run_1/clock_wires.png
(2 px per um)
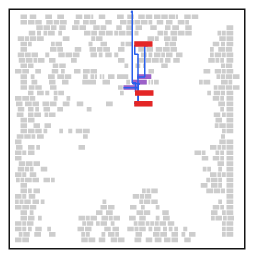
run_1/m2.png
(4 px per um)
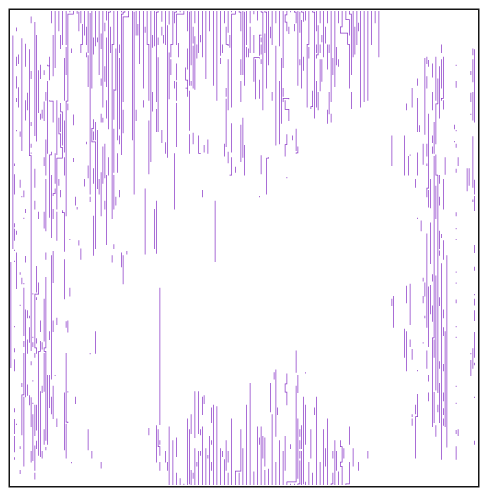
run_1/port_trees.png
(4 px per um)
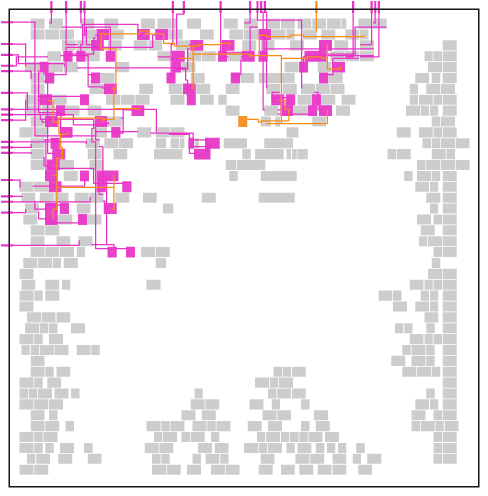
==> src/rtl/mem_arb_pkg.sv <==
// Shared types and defaults for the two-port (fetch/data) memory arbiter.
package mem_arb_pkg;

    localparam int unsigned ADDR_W_DEF = 32;
    localparam int unsigned DATA_W_DEF = 32;

    // Which port holds the pending read response
    typedef enum logic [1:0] {
        OWN_NONE = 2'd0,
        OWN_I    = 2'd1,
        OWN_D    = 2'd2
    } owner_t;

    // Port most recently granted a memory slot
    typedef enum logic {
        PORT_I = 1'b0,
        PORT_D = 1'b1
    } port_t;

    function automatic logic word_aligned(input logic [1:0] lsb);
        return (lsb == 2'b00);
    endfunction

endpackage

==> src/rtl/rr_arbiter2.sv <==
// Two-way round-robin pick: req[0] = fetch port, req[1] = data port.
module rr_arbiter2
    import mem_arb_pkg::*;
(
    input  logic [1:0] req,
    input  port_t      last_grant,
    output logic [1:0] gnt
);

    always_comb begin
        gnt = '0;
        case (req)
            2'b01:   gnt = 2'b01;
            2'b10:   gnt = 2'b10;
            2'b11:   gnt = (last_grant == PORT_I) ? 2'b10 : 2'b01;
            default: gnt = '0;
        endcase
    end

endmodule

==> src/rtl/mem_arbiter.sv <==
// Arbitrates an instruction-fetch port and a load/store data port onto one
// single-ported memory with 1-cycle read latency; grants are combinational.
module mem_arbiter
    import mem_arb_pkg::*;
#(
    parameter int unsigned ADDR_W = ADDR_W_DEF,
    parameter int unsigned DATA_W = DATA_W_DEF
) (
    input  logic              CLK,
    input  logic              RESET,

    input  logic              i_req,
    input  logic [ADDR_W-1:0] i_addr,
    output logic              i_gnt,
    output logic              i_rvalid,
    output logic [DATA_W-1:0] i_rdata,

    input  logic              d_req,
    input  logic              d_we,
    input  logic [ADDR_W-1:0] d_addr,
    input  logic [DATA_W-1:0] d_wdata,
    output logic              d_gnt,
    output logic              d_rvalid,
    output logic [DATA_W-1:0] d_rdata,
    output logic              d_err,

    output logic [ADDR_W-1:0] mem_raddress,
    output logic [ADDR_W-1:0] mem_waddress,
    output logic [DATA_W-1:0] mem_datain,
    output logic              mem_wr,
    input  logic [DATA_W-1:0] mem_dataout
);

    owner_t     owner_q, owner_d;
    port_t      last_grant_q, last_grant_d;

    logic       d_misaligned;
    logic [1:0] arb_req;
    logic [1:0] arb_gnt;

    // A misaligned data request is rejected without using the memory slot,
    // so it never competes with the fetch port.
    always_comb begin
        d_misaligned = RESET && d_req && !word_aligned(d_addr[1:0]);
        arb_req[0]   = RESET && i_req;
        arb_req[1]   = RESET && d_req && !d_misaligned;
    end

    rr_arbiter2 u_rr (
        .req        (arb_req),
        .last_grant (last_grant_q),
        .gnt        (arb_gnt)
    );

    always_comb begin
        i_gnt        = arb_gnt[0];
        d_gnt        = arb_gnt[1] || d_misaligned;
        d_err        = d_misaligned;

        mem_raddress = '0;
        mem_waddress = '0;
        mem_datain   = '0;
        mem_wr       = 1'b0;
        owner_d      = OWN_NONE;
        last_grant_d = last_grant_q;

        if (arb_gnt[0]) begin
            mem_raddress = i_addr;
            owner_d      = OWN_I;
            last_grant_d = PORT_I;
        end else if (arb_gnt[1]) begin
            last_grant_d = PORT_D;
            if (d_we) begin
                mem_wr       = 1'b1;
                mem_waddress = d_addr;
                mem_datain   = d_wdata;
            end else begin
                mem_raddress = d_addr;
                owner_d      = OWN_D;
            end
        end
    end

    always_ff @(posedge CLK) begin
        if (!RESET) begin
            owner_q      <= OWN_NONE;
            last_grant_q <= PORT_I;
        end else begin
            owner_q      <= owner_d;
            last_grant_q <= last_grant_d;
        end
    end

    // Response is gated by reset so a read in flight when reset hits is dropped.
    always_comb begin
        i_rvalid = RESET && (owner_q == OWN_I);
        d_rvalid = RESET && (owner_q == OWN_D);
        i_rdata  = i_rvalid ? mem_dataout : '0;
        d_rdata  = d_rvalid ? mem_dataout : '0;
    end

    rvalid_exclusive_a: assert property (@(posedge CLK) !(i_rvalid && d_rvalid));

endmodule

==> config.mk <==
export PLATFORM = sky130hd
export DESIGN_NAME = mem_arbiter
export DESIGN_NICKNAME = d
export VERILOG_FILES = /design/src/rtl/mem_arb_pkg.sv /design/src/rtl/rr_arbiter2.sv /design/src/rtl/mem_arbiter.sv
export SDC_FILE = /design/constraint.sdc
export NUM_CORES = 1
export LEC_CHECK = 0
export CAP_MARGIN = 20
export CORE_AREA = 2 2 115 117
export DETAILED_ROUTE_END_ITERATION = 10
export DIE_AREA = 0 0 117 119
export PLACE_DENSITY = 0.55
export SLEW_MARGIN = 20
export SYNTH_ARGS = -nofsm -noshare
export SYNTH_HDL_FRONTEND = slang
export SYNTH_SLANG_ARGS = --single-unit
==> constraint.sdc <==
create_clock -name CLK -period 5.26 [get_ports CLK]
set_input_delay 0.526 -clock CLK [delete_from_list [all_inputs] [get_ports CLK]]
set_output_delay 0.526 -clock CLK [all_outputs]
set_load 0.02 [all_outputs]
==> results_slide.txt, run 1 <==
Physical Implementation Snapshot

Cells and area
  • Non-clk buf share: around two thirds
  • Max reg flops: 2
  • Flop share of the area: about 1.3%
  • Largest Register: owner_q
  • Count of plain and timing-repair buffers: 301
  • Most frequent cells in the layout: 296 x clkdlybuf4s50_1, 67 x and2_1, 64 x and3_1
  • Layout cells sized above 1: 2.066%
  • Largest cell class: buffers
  • Non-Filler Instances: 660
  • Flops: 3
  • Largest regs: owner_q: 2 flops, last_grant_q: 1 flops
  • Non-clk invs: 0

Pwr
  • Comb pwr: 0.237 mW
  • PwrDens: 84.08 nW/um^2
  • Overall power: 0.3829 mW
  • Max VDD drop: 0.00006783 V
  • Pint: 0.2697 mW
  • Leakage: around 1.9 nW

Synthesis
  • Seq/Total Area, Yosys: under 10%
  • Post-Syn Instances: 206
  • Synth area leader: and2_1
  • Adder share: 0%
  • Multiplexer share of the synthesized area: 0%
  • Synth warn: 0

Setup path
  • Critical Path RT: 4730 ps
  • Max FO, Critical Path: 33
  • CP startpoint kind: input pin
  • End point of the critical path: mem_datain[4]
  • Worst path most repeated cell: clkdlybuf4s50_1
  • CP top delay family: buffers and inverters
  • Reg2Reg Depth: 2
  • Worst r2r src: last_grant_q$_SDFFE_PP0P_
  • RR Endpoint: owner_q[1]$_SDFF_PP0_

Floorplan
  • Width of the die: between 100 and 150 um
  • FP Rows: 42
  • # IOs: 299
  • Core Area: 12,870 sq um

Placed design
  • Setup WS pre-CTS: ~1400 ps

Routing
  • First DRT Iteration DRCs: 73

Global route
  • Most Crowded Layer GR: met2
  • Met3 usage: 5.089%
  • M2 GR Usage: 22.76%

STA
  • Hold WS: between 600 and 700 ps
  • Slack of the critical path: 1442 ps

Run status
  • Outcome: finished, final reports clean

Hold path
  • WHS Endpoint: last_grant_q$_SDFFE_PP0P_

Clock network
  • PostCTS Resize Cnt: 0

Flow run
  • Max_cap viols: 0
## Picture notes: clock_wires.png
Key: flip-flops = purple [count 3]; clock-net drivers = red [count 3]; clock wires = blue [length 127 um]
There are 4 routed clock nets.
Clock Skew: 0.09762 ps
Clock power frac: 31.8%
Clk power: 0.122 mW
Insertion Delay late pin: 220 ps

## Picture notes: m2.png
The longest straight run is 54.4 um. The layer carries 4,810 um of wire. 536 nets have wire on it. The wires run mostly vertical.
vias: 2,623
drt total wl: 9.835 mm

## Picture notes: port_trees.png
Key: d_addr = magenta [bits 32, direction input, end cells 63, buffers 32, wire 1,050 um]; i_gnt = orange [bits 1, direction output, end cells 1, buffers 2, wire 304 um]

run_1/class_map.png
(2 px per um)
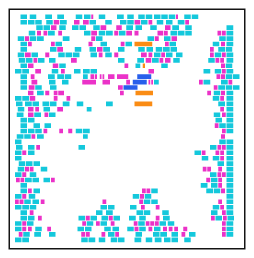

==> run 2: changes to the inputs <==
CORE_AREA = 2 2 117 119   (was 2 2 115 117)
DIE_AREA = 0 0 119 121   (was 0 0 117 119)
PLACE_DENSITY = 0.56   (was 0.55)
clock period = 3.2 ns   (was 5.26 ns; I/O delays follow)
run_2/class_map.png
(2 px per um)
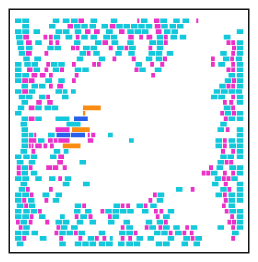
Key: registers = blue [cells 3]; remaining logic cells = magenta [cells 176]; remaining buffers and delay cells = cyan [cells 305]; clock drivers and dummy loads = orange [cells 4]
flop share of the area: 1.304%
FP Rows: 42

run_2/clock_wires.png
(2 px per um)
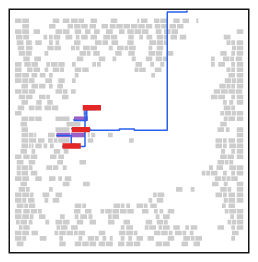
Key: clock-net drivers = red [count 3]; flip-flops = purple [count 3]; clock wires = blue [length 183 um]
There are 4 routed clock nets.

==> run 2 against run 1 <==
  * Sequential power rose by 64%
  * Synthesized cell count did not move
  * Non-clock buffer count rose by 4
  * Cell area rose by 1.2%
  * First-iteration DRC count fell by 59%
  * Critical path depth did not move
  * Utilization fell by 0.17 points
  * Register-to-register slack got worse by 1900 ps
  * Critical endpoint is now mem_raddress[18]
  * Largest cell class unchanged
==> results_slide.txt, run 2 <==
Physical Implementation Snapshot

Setup path
  • CP top delay family: buffers and inverters
  • Worst r2r src: last_grant_q$_SDFFE_PP0P_
  • CP startpoint kind: input pin
  • End point of the critical path: mem_raddress[18]
  • RR Endpoint: owner_q[0]$_SDFF_PN0_
  • Reg2Reg Depth: 2
  • Critical Path RT: between 2000 and 3000 ps

Cells and area
  • Non-clk buf share: between 60% and 70%
  • Most frequent cells in the layout: 295 x clkdlybuf4s50_1, 67 x and2_1, 64 x and3_1
  • Layout cells sized above 1: 3.279%
  • Non-clk invs: 0
  • Non-Filler Instances: 664
  • Flops: 3
  • Largest cell class: buffers
  • Count of plain and timing-repair buffers: 305

Placed design
  • Setup WS pre-CTS: 308.9 ps

Pwr
  • Overall power: 0.6287 mW
  • Pint: 0.4467 mW
  • Comb pwr: 0.391 mW
  • Max VDD drop: 0.0001298 V
  • PwrDens: 136.5 nW/um^2
  • Clock power frac: 31.3%
  • Clk power: 0.197 mW

Routing
  • Drt total wl: 9.512 mm
  • Vias: 2,657

Global route
  • M2 GR Usage: between 20% and 30%
  • Most Crowded Layer GR: met2

Synthesis
  • Post-Syn Instances: 206
  • Synth warn: 0
  • Seq/Total Area, Yosys: 4.384%
  • Adder share: 0%

Clock network
  • Insertion Delay late pin: ~220 ps

STA
  • Hold WS: 604.4 ps
  • Clock Skew: 0.8923 ps
  • Slack of the critical path: around 310 ps

Run status
  • Outcome: finished, final reports clean

Hold path
  • WHS Endpoint: last_grant_q$_SDFFE_PP0P_

Floorplan
  • Core Area: about 13,000 sq um
run_2/port_trees.png
(4 px per um)
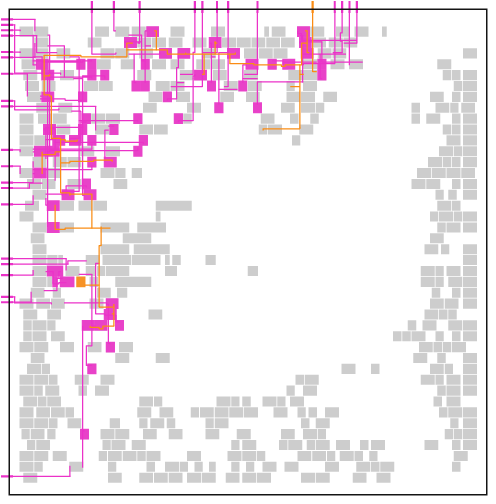
buffers added on ports: 296
# IOs: 299

No activity file was given, so power comes from the tool's default toggle rates.
